[config.mk]
export PLATFORM = sky130hd
export DESIGN_NAME = frame_ingest_unit
export DESIGN_NICKNAME = d
export VERILOG_FILES = /design/src/rtl/edge_pkg.sv /design/src/rtl/frame_ingest_unit_fifo.sv /design/src/rtl/frame_ingest_unit.sv
export SDC_FILE = /design/constraint.sdc
export NUM_CORES = 1
export LEC_CHECK = 0
export ABC_AREA = 0
export CAP_MARGIN = 20
export CORE_AREA = 4 4 126 128
export DETAILED_ROUTE_END_ITERATION = 10
export DIE_AREA = 0 0 130 132
export PLACE_DENSITY = 0.77
export SLEW_MARGIN = 20
export SYNTH_ARGS = -nofsm -noshare
export SYNTH_HDL_FRONTEND = slang
export SYNTH_SLANG_ARGS = --single-unit
[constraint.sdc]
create_clock -name clk -period 3.9 [get_ports clk]
set_input_delay 0.78 -clock clk [delete_from_list [all_inputs] [get_ports clk]]
set_output_delay 0.78 -clock clk [all_outputs]
set_load 0.05 [all_outputs]
[src/rtl/edge_pkg.sv]
// rtl/edge_pkg.sv - shared types for the frame ingest stage of the edge-detection pipeline
//
// Purpose: pixel, FIFO entry and ingest FSM state types used by frame_ingest_unit
//          and by downstream consumers of its framed pixel stream.
// Ports:   none (package)

package edge_pkg;

    localparam int PIXEL_W = 8;

    typedef logic [PIXEL_W-1:0] pixel_t;

    typedef struct packed {
        logic   eof;
        logic   eol;
        logic   sof;
        pixel_t pixel;
    } ingest_entry_t;

    typedef enum logic [1:0] {
        IDLE,
        WAIT_SOF,
        STREAM,
        DRAIN
    } ingest_state_t;

endpackage

[src/rtl/frame_ingest_unit_fifo.sv]
// rtl/frame_ingest_unit_fifo.sv - first-word fall-through synchronous FIFO (module sync_fifo)
//
// Purpose: buffers tagged pixel entries between the source handshake and the edge pipeline.
// Ports:   clk, reset (sync, active-high)
//          push/wr_data   write side; push ignored while full
//          pop/rd_data    read side; rd_data shows the head entry whenever !empty
//          full/empty     derived from the registered occupancy count
//          count          number of stored entries ($clog2(DEPTH)+1 bits)

module sync_fifo #(
    parameter int WIDTH = 8,
    parameter int DEPTH = 16
) (
    input  logic                     clk,
    input  logic                     reset,
    input  logic                     push,
    input  logic [WIDTH-1:0]         wr_data,
    input  logic                     pop,
    output logic [WIDTH-1:0]         rd_data,
    output logic                     full,
    output logic                     empty,
    output logic [$clog2(DEPTH):0]   count
);

    localparam int AW = $clog2(DEPTH);
    localparam logic [AW:0] FULL_CNT = (AW+1)'(DEPTH);

    logic [WIDTH-1:0] mem_q [DEPTH];
    logic [AW-1:0]    wr_ptr_q;
    logic [AW-1:0]    rd_ptr_q;
    logic [AW:0]      count_q;
    logic             do_push;
    logic             do_pop;

    assign full    = (count_q == FULL_CNT);
    assign empty   = (count_q == '0);
    assign count   = count_q;
    assign do_push = push && !full;
    assign do_pop  = pop && !empty;
    // Fall-through: head entry is read combinationally, so a push into an
    // empty FIFO becomes visible the cycle after it is written.
    assign rd_data = mem_q[rd_ptr_q];

    always_ff @(posedge clk) begin
        if (reset) begin
            wr_ptr_q <= '0;
            rd_ptr_q <= '0;
            count_q  <= '0;
        end else begin
            if (do_push) begin
                wr_ptr_q <= wr_ptr_q + AW'(1);
            end
            if (do_pop) begin
                rd_ptr_q <= rd_ptr_q + AW'(1);
            end
            case ({do_push, do_pop})
                2'b10:   count_q <= count_q + (AW+1)'(1);
                2'b01:   count_q <= count_q - (AW+1)'(1);
                default: count_q <= count_q;
            endcase
        end
    end

    always_ff @(posedge clk) begin
        if (do_push) begin
            mem_q[wr_ptr_q] <= wr_data;
        end
    end

endmodule

[src/rtl/frame_ingest_unit.sv]
// rtl/frame_ingest_unit.sv - frame-locking pixel ingest stage feeding the edge pipeline
//
// Purpose: locks onto source start-of-frame, tags each pixel with sof/eol/eof from
//          row/column counters and buffers entries in a fall-through FIFO.
// Build option: FRAME_INGEST_STATS_EN adds frame_count/drop_count outputs.
// Ports:   clk, reset (sync, active-high), enable (sampled at frame boundaries)
//          s_pixel/s_sof/s_valid/s_ready   source stream
//          m_pixel/m_sof/m_eol/m_eof/m_valid/m_ready   framed output stream
//          frame_done   one-cycle pulse after the eof entry is popped
//          err_sync     sticky flag, source sof seen mid-frame
//          frame_count/drop_count   (FRAME_INGEST_STATS_EN only) frame and dropped-beat counters

module frame_ingest_unit #(
    parameter int PIXEL_W    = 8,
    parameter int IMG_W      = 64,
    parameter int IMG_H      = 64,
    parameter int FIFO_DEPTH = 16
) (
    input  logic               clk,
    input  logic               reset,
    input  logic               enable,
    input  logic [PIXEL_W-1:0] s_pixel,
    input  logic               s_sof,
    input  logic               s_valid,
    output logic               s_ready,
    output logic [PIXEL_W-1:0] m_pixel,
    output logic               m_sof,
    output logic               m_eol,
    output logic               m_eof,
    output logic               m_valid,
    input  logic               m_ready,
    output logic               frame_done,
    output logic               err_sync
`ifdef FRAME_INGEST_STATS_EN
    ,
    output logic [15:0]        frame_count,
    output logic [15:0]        drop_count
`endif
);

    import edge_pkg::*;

    localparam int CW = $clog2(IMG_W);
    localparam int RW = $clog2(IMG_H);
    localparam int EW = PIXEL_W + 3;
    localparam int QW = $clog2(FIFO_DEPTH) + 1;
    localparam logic [CW-1:0] COL_LAST = CW'(IMG_W - 1);
    localparam logic [RW-1:0] ROW_LAST = RW'(IMG_H - 1);

    ingest_state_t   state_q;
    logic [CW-1:0]   col_q, col_d, wr_col;
    logic [RW-1:0]   row_q, row_d, wr_row;
    logic            err_sync_q;
    logic            frame_done_q;

    logic            fifo_full, fifo_empty;
    logic [QW-1:0]   fifo_count;
    logic [EW-1:0]   wr_entry, rd_entry;

    logic            accept, push, pop, pop_eof, mid_sof;
    logic            w_sof, w_eol, w_eof;

    always_comb begin
        s_ready = 1'b0;
        case (state_q)
            WAIT_SOF: s_ready = 1'b1;
            STREAM:   s_ready = !fifo_full;
            default:  s_ready = 1'b0;
        endcase
    end

    assign accept = s_valid && s_ready;
    // In WAIT_SOF only a sof beat is kept; everything else is dropped.
    assign push   = accept && ((state_q == STREAM) || s_sof);
    // A source sof always lands at (0,0), which also resynchronises mid-frame.
    assign wr_col = s_sof ? '0 : col_q;
    assign wr_row = s_sof ? '0 : row_q;
    assign w_sof  = (wr_col == '0) && (wr_row == '0);
    assign w_eol  = (wr_col == COL_LAST);
    assign w_eof  = w_eol && (wr_row == ROW_LAST);
    assign mid_sof = accept && (state_q == STREAM) && s_sof && !((col_q == '0) && (row_q == '0));

    always_comb begin
        col_d = wr_col + CW'(1);
        row_d = wr_row;
        if (w_eol) begin
            col_d = '0;
            row_d = w_eof ? '0 : wr_row + RW'(1);
        end
    end

    assign wr_entry = {w_eof, w_eol, w_sof, s_pixel};

    sync_fifo #(
        .WIDTH (EW),
        .DEPTH (FIFO_DEPTH)
    ) u_fifo (
        .clk     (clk),
        .reset   (reset),
        .push    (push),
        .wr_data (wr_entry),
        .pop     (pop),
        .rd_data (rd_entry),
        .full    (fifo_full),
        .empty   (fifo_empty),
        .count   (fifo_count)
    );

    assign m_valid = !fifo_empty;
    assign pop     = m_valid && m_ready;
    assign pop_eof = pop && rd_entry[PIXEL_W+2];
    assign m_pixel = rd_entry[PIXEL_W-1:0];
    assign m_sof   = rd_entry[PIXEL_W];
    assign m_eol   = rd_entry[PIXEL_W+1];
    assign m_eof   = rd_entry[PIXEL_W+2];

    assign frame_done = frame_done_q;
    assign err_sync   = err_sync_q;

    always_ff @(posedge clk) begin
        if (reset) begin
            state_q      <= IDLE;
            col_q        <= '0;
            row_q        <= '0;
            err_sync_q   <= 1'b0;
            frame_done_q <= 1'b0;
        end else begin
            frame_done_q <= pop_eof;
            if (push) begin
                col_q <= col_d;
                row_q <= row_d;
            end
            if (mid_sof) begin
                err_sync_q <= 1'b1;
            end
            case (state_q)
                IDLE: begin
                    if (enable) state_q <= WAIT_SOF;
                end
                WAIT_SOF: begin
                    if (push)         state_q <= STREAM;
                    else if (!enable) state_q <= IDLE;
                end
                STREAM: begin
                    if (push && w_eof) state_q <= DRAIN;
                end
                DRAIN: begin
                    // The eof entry is the last one written, so popping it
                    // with a single entry left means the frame has fully left.
                    if (pop_eof && (fifo_count == QW'(1))) begin
                        state_q <= enable ? WAIT_SOF : IDLE;
                    end
                end
                default: state_q <= IDLE;
            endcase
        end
    end

`ifdef FRAME_INGEST_STATS_EN
    logic [15:0] frame_count_q;
    logic [15:0] drop_count_q;

    assign frame_count = frame_count_q;
    assign drop_count  = drop_count_q;

    always_ff @(posedge clk) begin
        if (reset) begin
            frame_count_q <= '0;
            drop_count_q  <= '0;
        end else begin
            if (frame_done_q) begin
                frame_count_q <= frame_count_q + 16'd1;
            end
            if (accept && (state_q == WAIT_SOF) && !s_sof && (drop_count_q != 16'hFFFF)) begin
                drop_count_q <= drop_count_q + 16'd1;
            end
        end
    end
`endif

endmodule

### The metal 1 layer, run 1

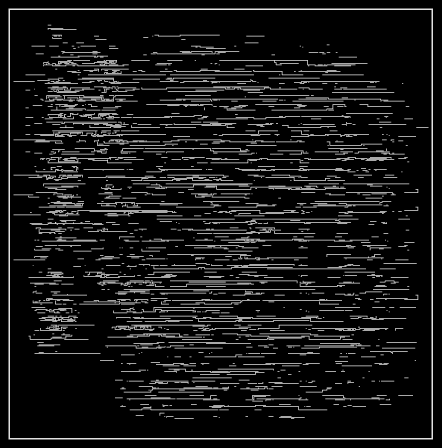
The layer holds 40% of the routed length. The wires run mostly horizontal.

### M2 wires, run 1

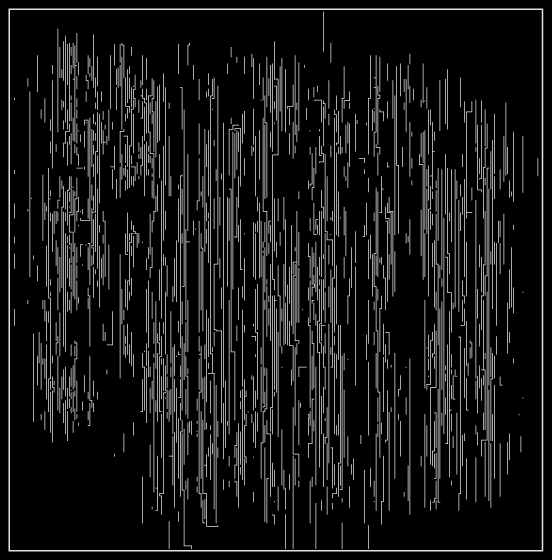
The longest straight run is 64.6 um. 525 nets have wire on it.

==> summary.txt, run 1 <==
Figures from the implementation reports.

- The buffer type at the clock tree root reads clkbuf_16.
- The count of fill cells added during filler insertion reads ~980.
- The number of nets with antenna violations after routing is 0.
- The final-layout clock-cell area share reads 0.0724.
- The final-report setup violation count reads 0.
- The commonest register cell after synthesis reads edfxtp_1.
- The dominant cell by count in the synthesized netlist reads edfxtp_1.
- The largest individual stage delay along the critical path comes from the cell clkdlybuf4s50_1.
- The number of buffers created by CTS is 22.
- The post-synthesis average cell area reads 17.0 um^2.
- Ranked by flip-flop count, first place goes to u_fifo.mem_q.
- The die span in x reads 130 um.
- The number of logic stages on the critical path including buffering is 4.
- In the final layout, the registers with the most flip-flops are u_fifo.mem_q (176), col_q (6), row_q (6).
- The number of antenna repair diodes reads 0.
- The combined buffer and inverter count along the critical path is 2.
- The clock reaches the later pin of the worst-skew pair after about 0.5 ns.
- The post-layout minimum cycle time is ~3.8 ns.
- The die height is 132 um.
- The data arrival time of the critical path is 3.00 ns.
- The detailed-routing iteration count for the pre-antenna-repair pass reads 5.
- The largest net degree at the start of global routing is 21.
- The clock-pin transition on the worst setup and hold timing paths reads 0.06 ns.
- The cell repeated most along the worst path reads mux4_2.
- After routing, the total negative slack on setup checks comes to 0 ns.
- The fraction of the yosys area taken by sequential cells is 0.688.
- The fraction of the core area occupied by cells at floorplan is 0.582.
- The worst max-slew margin expressed relative to the limit is 0.498.
- The detailed placer's ending HPWL reads 10500 um.
- Per the timing report, the most critical flop-to-flop path finishes at u_fifo.count[3].
- By area the synthesized netlist is led by edfxtp_1 61%, mux4_2 14%, dfxtp_1 7.6%, ha_1 2.7%, nor2_1 1.5%.
- The largest stage delay on the critical path reads 0.72 ns.
- The maximum ir drop on the vdd rail is roughly 0.38 mV.
- The flop count is about 210.
- The number of register bits inferred by synthesis reads 209.
- On the final layout, the worst clock skew is between 0.03 and 0.04 ns.
- Per the timing report, the most critical flop-to-flop path originates at u_fifo.count[0].
- Derived from the worst setup path, the maximum achievable clock frequency is 0.265 GHz.
- The fraction of synthesized cell area taken by the top area cell type reads 0.611.
- The kind of capture point of the worst setup path is an output port.
- The post-synth area from yosys stat reads 8650 um^2.
- The cell area after technology mapping is 8650 um^2.
- The first-pass GRT wire length is around 28000 um.
- The final worst setup slack reads between 0.1 and 0.15 ns.
- The clock net sink count reads about 210.
- The buffer_ports step reported a buffer count of 28.
- The startpoint class of the critical path is a flip-flop.
- The layout report lists the combined flip-flop and latch area as approximately 6000 um^2.
- The library cell used most frequently in the layout, excluding fill and tap cells, is edfxtp_1.
- The final design utilization reads 0.681.
- The count of flip-flops with a built-in enable after synthesis reads ~180.
- The number of standard cells reported by yosys is 508.
- The buffer count excluding the clock tree in the final layout reads 59.
- The fraction of final layout cells with drive strength greater than 1 reads 0.237.
- The post-synthesis async set-or-reset flop share is 0.
- The flip-flop count of the largest register, all copies and words added reads 176.
- The number of cells in the finished layout apart from fillers reads 770.
- The overall fraction of global-route tracks in use is 0.214.
- The number of pins exceeding their max-slew limit in the final report is 0.
- Per the layout area report, the sequential fraction of cell area is 0.588.
- The flow ran to the end, and the final reports show no timing, DRC or antenna violations.
- The commonest cells after synthesis are 176 x edfxtp_1, 52 x mux4_2, 35 x nor2_1, 33 x dfxtp_1.
- The actual slew at the worst max-slew pin is 0.743 ns.
- The max-cap violation count reads 0.
- The number of nets at the end of the flow reads 599.
- In this run, distinct cell masters in the synthesized netlist total 57.
- The synthesized instance count is between 500 and 600.
### Signal wires on met3, run 1

The bar under the picture is 50 um long.
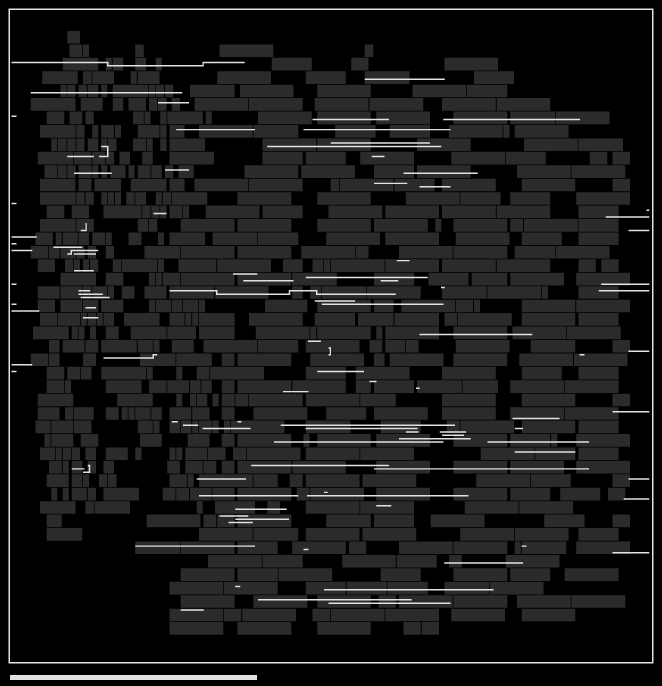
73 nets have wire on it. The longest straight run is 43.2 um. The wires run mostly horizontal. The layer holds 6.0% of the routed length.
wirelength, routed: 17800 um
total number of vias: 4791

run 1: metal layers:
layer	vias to the layer above	global-route usage	share of wire
li1	2125	-	-
met1	2459	0.297	0.40
met2	181	0.361	0.52
met3	26	0.0348	0.060
met4	0	0.0491	0.020
met5	-	0	0
run 1: where the power goes:
part	switching (W)	internal [W]	total [W]
Sequential	0.0000542	0.00244	0.00250
Combinational	0.000388	0.000340	0.000728
Clock	0.000821	0.00125	0.00208
Total	0.00126	0.00404	0.00530
run 1: timing repair:
| item | in CTS | in global routing |
|---|---|---|
| resized | 1 | 1 |
| endpoints found under the setup margin | 7 | 1 |
| setup buffers | 0 | 0 |
run 1: metrics by stage:
stage | area (um^2) | total power (W)
global route | 10100 | 0.00551
global placement | 9390 | 0.00324
CTS | 10100 | 0.00535
detailed placement | 9390 | 0.00327
finish | 10100 | 0.00530
floorplan | 8650 | 0.00306
run 1: cell families after synthesis:
| family | count (synthesis) | synth area share |
|---|---|---|
| multiplexers | 59 | 0.144 |
| buffers and inverters | 44 | 0.0201 |
| AND/OR/NAND/NOR | 113 | 0.0718 |
| AND-OR/OR-AND | 55 | 0.0398 |
| flip-flops | 209 | 0.688 |
| XOR/XNOR | 9 | 0.00912 |
| adder cells (fa/ha/maj) | 19 | 0.0275 |
run 1: how the worst min path moves through the flow:
stage / start / endpoint / slack (ns) / cells after the start
floorplan: row_q[5] / row_q[5] / 0.46 / 1
global placement: err_sync / err_sync / 0.47 / 2
detailed placement: err_sync / err_sync / 0.47 / 2
CTS: err_sync / err_sync / 0.48 / 2
global route: err_sync / err_sync / 0.50 / 2
finish: err_sync / err_sync / 0.48 / 2
run 1: tightest hold or removal path: stages (launching register included):
cell,delay [ns]
dfxtp_1,0.33
a41oi_1,0.04
nor2_1,0.07
### Track usage over the die, run 1

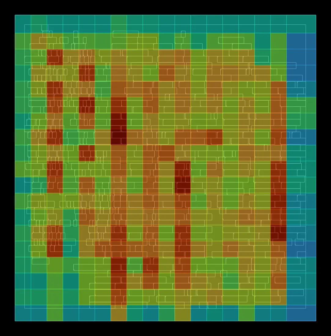

==> inputs of run 2 (changes only) <==
==> constraint.sdc (replaced) <==
create_clock -name clk -period 4.5 [get_ports clk]
set_input_delay 0.9 -clock clk [delete_from_list [all_inputs] [get_ports clk]]
set_output_delay 0.9 -clock clk [all_outputs]
set_load 0.05 [all_outputs]
### Track usage over the die, run 2

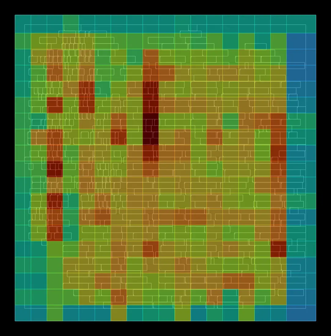
met1 layer usage reported by global route: 0.290
global-route layer with the greatest usage: met2
wire length per cell after detailed routing: 22.0 um

### M2 wires, run 2

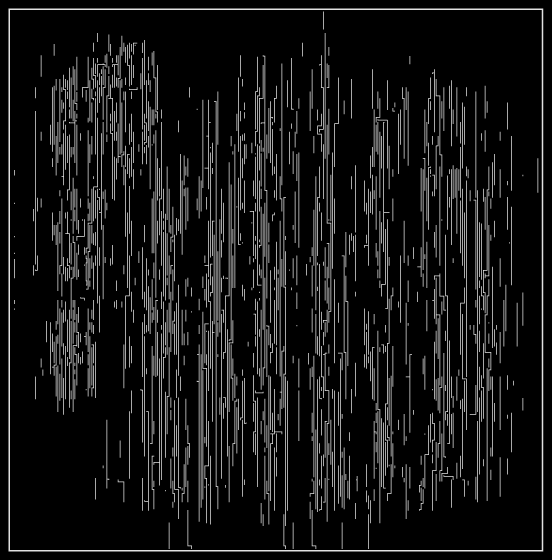
The wires run mostly vertical. The longest straight run is 94.2 um. The layer carries 8410 um of wire. 518 nets have wire on it.

### Signal wires on met4, run 2

The bar under the picture is 50 um long.
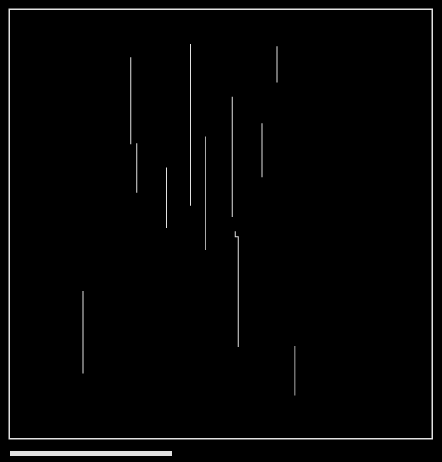
The layer holds 1.7% of the routed length. The layer carries 285 um of wire. 6 nets have wire on it. The longest straight run is 49.6 um. The wires run mostly vertical.

==> summary.txt, run 2 <==
Figures from the implementation reports.

- The flow ran to the end, and the final reports show no timing, DRC or antenna violations.
- The number of standard cells reported by yosys came to 508 (unchanged).
- The commonest register cell after synthesis is edfxtp_1.
- The count of flip-flops with a built-in enable after synthesis came to 176 (unchanged).
- The clock-pin transition on the worst setup and hold timing paths was 0.06 ns (about the same).
- The detailed-routing iteration count for the pre-antenna-repair pass came to 5 (unchanged).
- The first-pass GRT wire length reads 26500 um (-5.1%).
- The flip-flop count of the largest register, all copies and words added is 176 (unchanged).
- Per the CTS log, the maximum H-tree level is 1.
- The path class of the tightest hold or removal check is flip-flop to flip-flop.
- The number of register bits inferred by synthesis reads 209 (unchanged).
- The fraction of the yosys area taken by sequential cells is 0.688 (unchanged).
- The clock net sink count reads 209 (unchanged).
- The final wirelength is 16600 um (-6.7%).
- The TritonCTS clock tree reads done.
- The worst setup path is launched from a flip-flop.
- The buffer type at the clock tree root reads clkbuf_16.
- The most numerous logic cell after layout reads edfxtp_1.
- The total number of vias reads 4648 (-3.0%).
- The fraction of final layout cells with drive strength greater than 1 came to 0.222 (-0.0153).
- The fraction of the core area occupied by cells at floorplan is 0.582 (unchanged).
- The final total power is 0.00451 W (-15%).
- By area the synthesized netlist is led by edfxtp_1 61%, mux4_2 14%, dfxtp_1 7.6%, ha_1 2.7%, nor2_1 1.5%.
- The sequential cell area in the final layout was 5950 um^2 (about the same).
- The post-synthesis average cell area reads 17.0 um^2 (unchanged).
- The number of antenna repair diodes reads 0 (unchanged).
- The number of library cell types mapped by synthesis is 57 (unchanged).
- The number of nets with antenna violations after routing reads 0 (unchanged).
- The static leakage is 3.22 nW.
- The sum of negative setup slack is 0 ns (unchanged).
- The fraction of synthesized cell area taken by the top area cell type reads 0.611 (unchanged).
- STA classifies the critical path endpoint as an output port.
- The met2 track demand over resource is 0.326 (-0.0352).
- STA lists the endpoint of the worst register-to-register path as u_fifo.count[3].
- When the netlist entered floorplanning its net count stood at 541.
- The die span in x reads 130 um (unchanged).
- The synthesized instance count was 508 (unchanged).
- The actual slew at the worst max-slew pin is 0.744 ns (+0.000866 ns).
- The number of buffers added for setup after CTS is 0 (unchanged).
- The number of instances on the worst hold path reads 1 (-1).
- The number of resized instances in the post-cts repair step is 0 (-1).
- The data arrival time of the critical path is 3.20 ns (+0.20 ns).
- The script parses the final routing iteration and logs DRC violations as 0.
- The met3 routing resource usage after global routing is 0.0312 (-0.00365).
- The count of fill cells added during filler insertion came to 1003 (+2.8%).
- The type of the worst setup path reads flip-flop to output port.
- The number of antenna violations at the first check in global routing is 0.
- The cell area after technology mapping reads 8650 um^2 (unchanged).
- The number of buffers created by CTS is 21 (-4.5%).
- In the final layout, the registers with the most flip-flops are u_fifo.mem_q (176), col_q (6), row_q (6).
- The die height reads 132 um (unchanged).
- The post-synth area from yosys stat is 8650 um^2 (unchanged).
- Looking at the reg2reg group, the worst path starts from state_q[0].
- The maximum ir drop on the vdd rail is 0.260 mV (-32%).
- The final-report setup violation count was 0 (unchanged).
- The worst clock skew on the final layout was 0.00759 ns (-0.0229 ns).
- The worst-case hold path end point reads row_q[5].
- The number of pins exceeding their max-slew limit in the final report is 0 (unchanged).
- The overall fraction of global-route tracks in use reads 0.201 (-0.0136).
- More flip-flops sit in one register than any other, and that register is u_fifo.mem_q.
- The dominant cell by count in the synthesized netlist reads edfxtp_1.
- The number of nets at the end of the flow is 587 (-2.0%).
- Looking at the clock tree report, the maximum root-to-sink buffer count equals 3.
- Counting I/O delays and the setup requirement, the final critical path takes 4.10 ns.
- The post-synthesis async set-or-reset flop share is 0 (unchanged).
- The final design utilization reads 0.671 (-0.0108).
- The worst max-slew margin expressed relative to the limit was 0.503 (+0.00550).
- The largest driver fanout on the critical path is 21.
- The startpoint identified for the worst hold timing path is row_q[5].
- The largest net degree at the start of global routing reads 31 (+48%).
- The number of port buffers was 28 (unchanged).
- The clock latency on the worst-skew pair is 0.48 ns (-0.03 ns).
- The max-cap violation count reads 0 (unchanged).
- The detailed placer's ending HPWL reads 10500 um (about the same).
- The peak clock frequency supported by timing is 0.244 GHz.
- The standard cell area after detailed placement reads 9280 um^2 (-1.1%).
- The post-route standard cell area excluding fillers reads 9970 um^2 (-1.6%).
## run 2: netlist changes by cell type in the layout (fill, tap and decap cells not counted), sizes merged
cell          previous run  this run
buf                     31        21
clkinvlp                 3         1
bufinv                   3         2
dlymetal6s2s             1         0
clkinv                   9         6
clkbuf                  25        28
## run 2: where the power goes
group / switching (W) / internal [W]
registers: 0.0000471 / 0.00211
logic: 0.000338 / 0.000290
clock network: 0.000679 / 0.00104
## run 2: critical path: stages, from the launching register on
cell and delay, ns:
dfxtp_2 0.69, buf_12 0.27, mux4_2 0.54, mux4_2 0.49, clkdlybuf4s50_1 0.72
## run 2: routing by layer
layer / share of wire / vias up
met5: 0 / -
met4: 0.017 / 0
met3: 0.058 / 25
met2: 0.51 / 164
met1: 0.42 / 2370
li1: - / 2089
## run 2: layout make-up
class / instances / share of cell area
clock inverter: 9 / 0.00979
tap: 188 / 0.0236
clock buffer: 28 / 0.0595
sequential: 209 / 0.597
multi-input combinational: 255 / 0.258
timing repair buffer: 48 / 0.0452
inverter: 19 / 0.00716
## run 2: logic make-up after synthesis
group                      Yosys count  synth area share
xor gates and xnor gates             9           0.00912
buffers and inverters               44            0.0201
DFF                                209             0.688
muxes                               59             0.144
and+or+nand+nor                    113            0.0718
adders and majority gates           19            0.0275
AOI/OAI and AO/OA                   55            0.0398
## run 2: per-stage QoR
| step | std cells | setup slack [ns] |
|---|---|---|
| after global routing | 756 | 0.223 |
| final | 756 | 0.397 |
| after floorplan | 508 | 1.21 |
| after global placement | 719 | 0.752 |
| after detailed placement | 719 | 0.532 |
| after CTS | 756 | 0.342 |
Power figures rest on the tool's default switching activity, not on a simulated workload.
